Run 1, signal wires on met1:
Supply wires on this layer in grey.
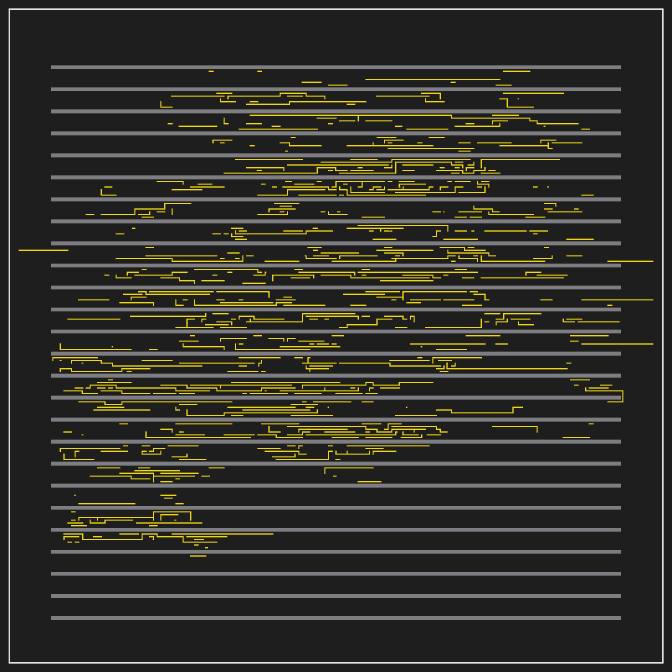
Run 1, placement by cell class:
Bar = 20 um. Fill, decap, tap and diode cells in grey.
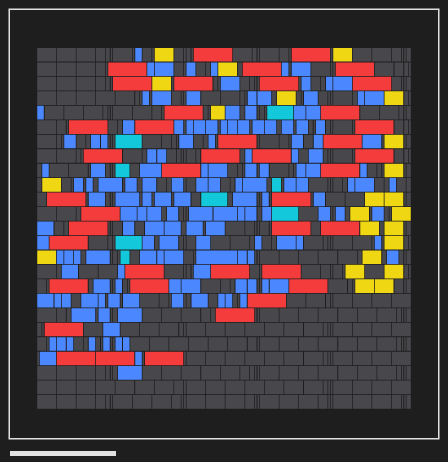
Run 1, cell density map:
8 x 8 tiles, from white (low) to dark blue (high), 0 to 100% covered.
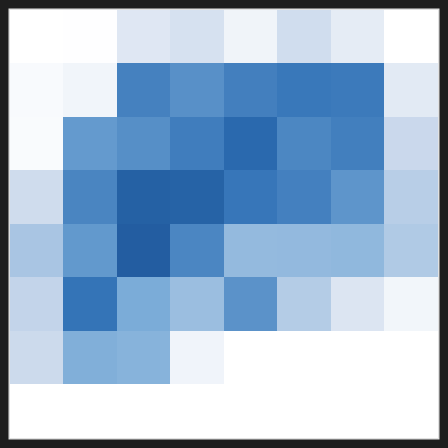
Run 1, I/O nets highlighted:
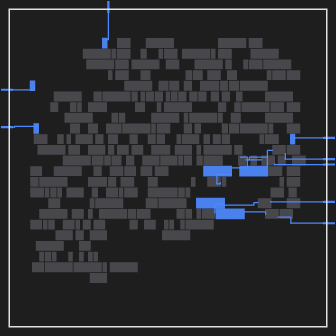
Design uart_rx_block_flat, sky130hd; sources not shown.
==> flow_summary.ini, run 1 <==
; synthesis and place-and-route metrics
[timing]
fin_crit_sh = 0.564
hold_viol_final = 0
fin_setup_tns_ns = 0
slew_headroom = 0.537
fin_worst_skew_ns = 0.00936
rsz0062_at_grt = no
fmax_ghz = 0.455
worst_pin_slew_ns = 0.694
setup_viol = 0
drv_slew = 0
timing.final.crit_period_ns = 2.20

[power]
p_per_area_nw_per_um2 = 327
seqPwrFrac = 0.582
p_int_uw = 566
vdd_drop_max_mv = 0.198
netSwitchingPower_uw = 174
p_leak_uw = 0.000810
power.share.combinational = 0.050
switching_share = 0.236
pwr-share-clk = 0.368

[synth]
ys_seq_share = 0.413
ys.flop_type = dfxtp_1
synth.cell_area_um2 = 1990
yosysCellCount = 217
synth-edff-count = 0
syn_inst = 217
yosys_area_um2 = 1990
ys_top_cells_by_count = dfxtp_1 (41), nor2_1 (24), a21oi_1 (14), nand4_1 (14), buf_4 (11)
top_cell_area_share = 0.413
top_cell = dfxtp_1
syn_area_per_cell_um2 = 9.16
yosys.area.top_type = dfxtp_1
async_flop_share = 0
ys_ff = 41
top_cells_by_area = dfxtp_1 (41%), mux2i_1 (4.5%), nor2_1 (4.5%), nand4_1 (4.4%), buf_4 (4.2%)
yosysUniqueCellTypes = 49
ys_warn_count = 0

[worst_setup_path]
worstSetupStartpointType = flop
crit_required_ns = 4.12
worst-setup-path-type = flop to flop
critPathArrivalTime_ns = 2.42
reg2reg_depth = 6
reg2reg_slack_ns = 1.70
end_kind = flop
worstPathMaxFanout = 12

[detailed_routing]
wl_per_cell_um = 12.8
first_pass_iters = 4
initialDrtViolationCount = 127
via_per_inst = 5.24
drcViolationCount = 0
drtAntennaViolNets = 0

[grt]
antenna_found_initial = 0
grt_first_pass_wirelength_um = 6640
grt_pass1_vias = 1443
grt_start_max_net_pins = 18
track_usage = 0.129
overflow = 0

[run_status]
outcome = finished clean

[final_layout]
antenna_cells = 0
largest_register_ffs = 9
synthToLayoutAreaGrowth_pct = 13.7
drive_gt1_frac = 0.0699
nNetsFinal = 244
layout_top_cells = dfxtp_1 (41), nor2_1 (24), clkdlybuf4s50_1 (22)
lay_top_count = dfxtp_1

[placed_design]
hpwlAfterDp_um = 2560
gp_congestion = 0.779

[run]
max_cap_violations = 0
warnings = 27

[clock_network]
cts_hold_buffers = 0
cts_buffers = 5
cts_root_buf = clkbuf_8
path_clk_slew_ns = 0.08
cts_setup_buffers = 0
post_cts_resized = 0
cts.sinks = 41
clock_path_buffers = 2
cts_tree = yes
htree_levels = 2
clock_latency_ns = 0.29

[min_path]
hold_path.class = flop to flop
worstHoldPathCells = 1

[floorplan]
die_x_um = 80.5
fp.dieH_um = 80.5
core.rowCount = 25
dieArea_um2 = 6480
Back to the opening pictures, 'signal wires on met1':
The wires run mostly horizontal. The layer holds 49% of the routed length. 217 nets have wire on it.
Total Wirelength: 3780 um
met1 usage: 0.171
vias: 1550

Back to the opening pictures, 'placement by cell class':
Key: flip-flops = red [cells 41, share of their area 38%]; all other logic = blue [cells 157, share of their area 48%]; clock drivers and dummy loads = cyan [cells 8, share of their area 4.0%]; other buffers and delay cells = yellow [cells 23, share of their area 10%]
post-layout util: 0.472
flop share of the area: 0.363
CORE AREA: 4790 um^2

Back to the opening pictures, 'cell density map':
The fullest tile reaches 82%. The emptiest ninth of the die: south-east. The densest ninth of the die: centre. 6.2% of the tiles are over 75% full.
FP Util: 0.415

Back to the opening pictures, 'I/O nets highlighted':
Key: bus_STATUS = blue [bits 8, direction output, end cells 8, wire 133 um]
io pins: 27
IO buf count: 22

-- run 1: power groups by stage --
stage	logic (uW)	registers (uW)	clock network, uW
5_1_grt	41.7	432	296
3_5_place_dp	37.2	441	0
2_1_floorplan	28.0	437	0
4_1_cts	37.5	431	280
6_report	36.9	431	273
3_3_place_gp	36.1	440	0
-- run 1: routing by layer --
metal  global-route usage  share of wire  up-vias
met5                    0              0        -
li1                     -              -      789
met1                0.171           0.48      721
met3               0.0392          0.069        4
met2                0.199           0.44       36
met4               0.0456          0.010        0
-- run 1: kinds of logic after synthesis --
logic type                 Yosys count  synth area share
DFF                                 41             0.413
xor gates and xnor gates             9            0.0396
other                                1           0.00189
AOI/OAI and AO/OA                   39             0.137
adders and majority gates            5            0.0315
buffers and inverters               29            0.0818
and+or+nand+nor                     84             0.250
muxes                                9            0.0453
-- run 1: area by class of cell --
class	count	area, um^2
Inverter	7	26.3
Sequential cell	41	821
Multi-Input combinational cell	150	1020
Clock buffer	5	68.8
Clock inverter	3	17.5
Timing Repair Buffer	23	228
Tap cell	67	83.8
Fill cell	470	2520
-- run 1: critical path: stages (launching register included) --
cell	delay (ns)
dfxtp_1	0.36
inv_1	0.08
ha_1	0.14
and4bb_1	0.42
and4b_1	0.72
o21ai_0	0.21
a31oi_1	0.19
-- run 1: per-stage QoR --
step	hold slack [ns]	power, uW	setup WS (ns)	cells	area [um^2]
after floorplan	0.389	465	2.21	220	2000
after global placement	0.393	476	1.70	288	2170
after detailed placement	0.397	478	1.66	288	2170
after CTS	0.415	748	1.70	296	2260
after global routing	0.432	769	1.53	296	2260
final	0.415	740	1.70	296	2260
==> run 2: changes to the inputs <==
PLACE_DENSITY = 0.76   (was 0.73)
clock period = 1.85 ns   (was 3.9 ns; I/O delays follow)
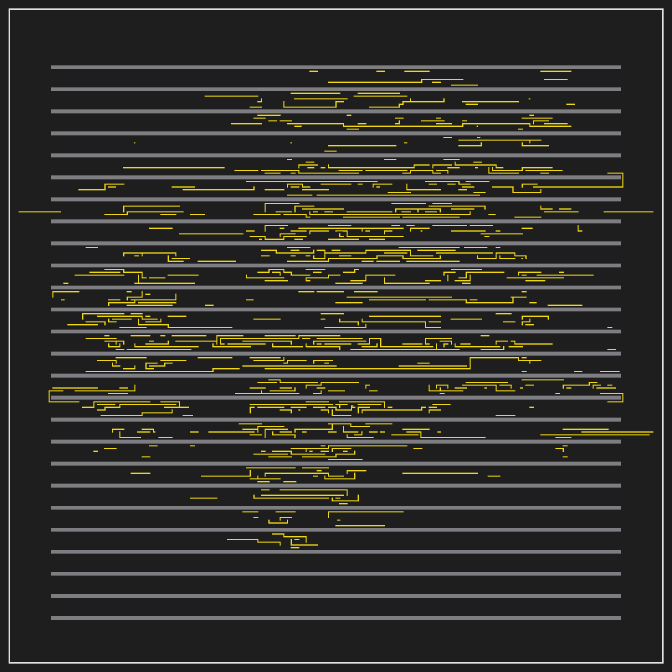
Run 2: signal wires on met1
Supply wires on this layer in grey.
The layer carries 1800 um of wire. The wires run mostly horizontal.
Total Wirelength: 3890 um
vias: 1601
met1 usage: 0.164

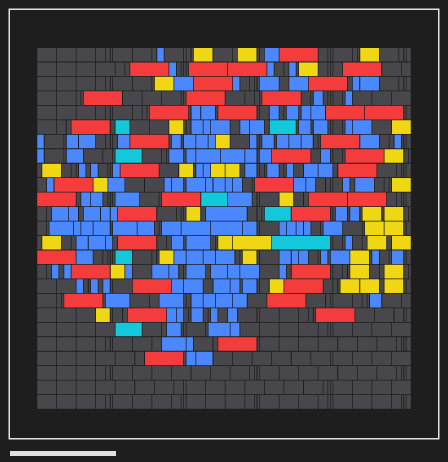
Run 2: placement by cell class
Bar = 20 um. Fill, decap, tap and diode cells in grey.
Key: flip-flops = red [cells 41, share of their area 35%]; clock drivers and dummy loads = cyan [cells 8, share of their area 4.9%]; all other logic = blue [cells 157, share of their area 45%]; other buffers and delay cells = yellow [cells 37, share of their area 15%]
Core Rows: 25
flop share of the area: 0.339
final instance area: 2420 um^2
post-layout util: 0.506

==> run 2 against run 1 <==
Compared with the run above:
- maximum frequency increased by 26%
- clock-buffer cell count did not move
- critical endpoint is now u_core.bit_q[1]
- hold slack barely moved
- non-clock buffer count increased by 14
- highest routed layer unchanged
- critical path type unchanged
==> flow_summary.ini, run 2 <==
; synthesis and place-and-route metrics
[synth]
top_cell_area_share = 0.413
synth.cell_area_um2 = 1990
yosysCellCount = 217
top_cells_by_area = dfxtp_1 (41%), mux2i_1 (4.5%), nor2_1 (4.5%), nand4_1 (4.4%), buf_4 (4.2%)
top_cell = dfxtp_1
syn_inst = 217
ys_ff = 41
ys_warn_count = 0
synth-edff-count = 0
syn_area_per_cell_um2 = 9.16
yosysUniqueCellTypes = 49
ys.flop_type = dfxtp_1
yosys.area.top_type = dfxtp_1
ys_seq_share = 0.413

[detailed_routing]
drtAntennaViolNets = 0
initialDrtViolationCount = 119
first_pass_iters = 4
via_per_inst = 5.16
drcViolationCount = 0
wl_per_cell_um = 12.6

[timing]
worst_slack_ns = 0.104
fin_crit_sh = 0.944
fin_setup_tns_ns = 0
hold_viol_final = 0
fmax_ghz = 0.573
fin_worst_skew_ns = 0.0139
setup_viol = 0
drv_slew = 0
timing.final.crit_period_ns = 1.75

[run]
warnings = 27
max_cap_violations = 0

[final_layout]
nFillCells = 430
synthToLayoutAreaGrowth_pct = 21.8
regArea_um2 = 821
drive_gt1_frac = 0.140
logic_area_um2 = 1030
antenna_cells = 0
layout_top_cells = dfxtp_1 (41), nor2_1 (24), clkdlybuf4s50_1 (22)

[run_status]
outcome = finished clean

[grt]
overflow = 0
grt_start_max_net_pins = 20
grt_first_pass_wirelength_um = 6760

[worst_setup_path]
cpMostUsedCell = ha_1
path_cells = ha_1, ha_1, nor4bb_2, o2111ai_2, or2_1, a21oi_1
worst-setup-path-type = flop to flop
max_stage_delay_ns = 0.33
reg2reg_slack_ns = 0.10
reg2reg_depth = 6

[min_path]
worstHoldPathCells = 1
hold_path.class = flop to flop

[clock_network]
cts_buffers = 5
cts_tree = yes
clock_latency_ns = 0.30
cts_hold_buffers = 0
path_clk_slew_ns = 0.09
cts_setup_buffers = 0
cts_root_buf = clkbuf_8

[floorplan]
fp.dieH_um = 80.5
core_um2 = 4790
fp_util = 0.415

[placed_design]
port_buffers = 22
placed_area_um2 = 2290
preCtsSetupSlack_ns = 0.107
-- run 2: cell families after synthesis --
kind of cell / count (synthesis) / share of synthesized area
AND/OR/NAND/NOR: 84 / 0.250
flip-flops: 41 / 0.413
AND-OR/OR-AND: 39 / 0.137
buffers and inverters: 29 / 0.0818
XOR/XNOR: 9 / 0.0396
multiplexers: 9 / 0.0453
adder cells (fa/ha/maj): 5 / 0.0315
other: 1 / 0.00189
-- run 2: critical path, delay by kind of cell, from the launching register on --
kind	cells	cell delay, ns
simple gates	2	0.58
flops	1	0.33
compound gates	2	0.36
fa+ha+maj	2	0.41
-- run 2: per-stage QoR --
| stage | hold WS (ns) | total power [uW] | std cells |
|---|---|---|---|
| after floorplan | 0.389 | 980 | 220 |
| after global placement | 0.396 | 1020 | 302 |
| after detailed placement | 0.400 | 1020 | 302 |
| after CTS | 0.419 | 1740 | 310 |
| after global routing | 0.434 | 1800 | 310 |
| final | 0.415 | 1720 | 310 |
-- run 2: power breakdown --
group          total [uW]  internal [uW]  leakage, uW  switching [uW]
logic                99.6           50.7     0.000507            48.9
registers             900            892     0.000331            8.47
clock network         721            404    0.0000543             318
-- run 2: area by class of cell --
class	instances	area share
inverters	7	0.0109
repair buffers	37	0.143
well taps	67	0.0346
multi-input cells	150	0.425
clock inverters	3	0.0191
flip-flops and latches	41	0.339
clock buffers	5	0.0284
-- run 2: metal layers --
| layer | GRT usage | vias up | wire, um |
|---|---|---|---|
| met5 | 0 | - | 0 |
| met4 | 0.0557 | 0 | 58 |
| met3 | 0.0381 | 5 | 271 |
| met2 | 0.216 | 36 | 1760 |
| met1 | 0.164 | 745 | 1800 |
| li1 | - | 815 | - |
Power is estimated from default activity; no workload was simulated.
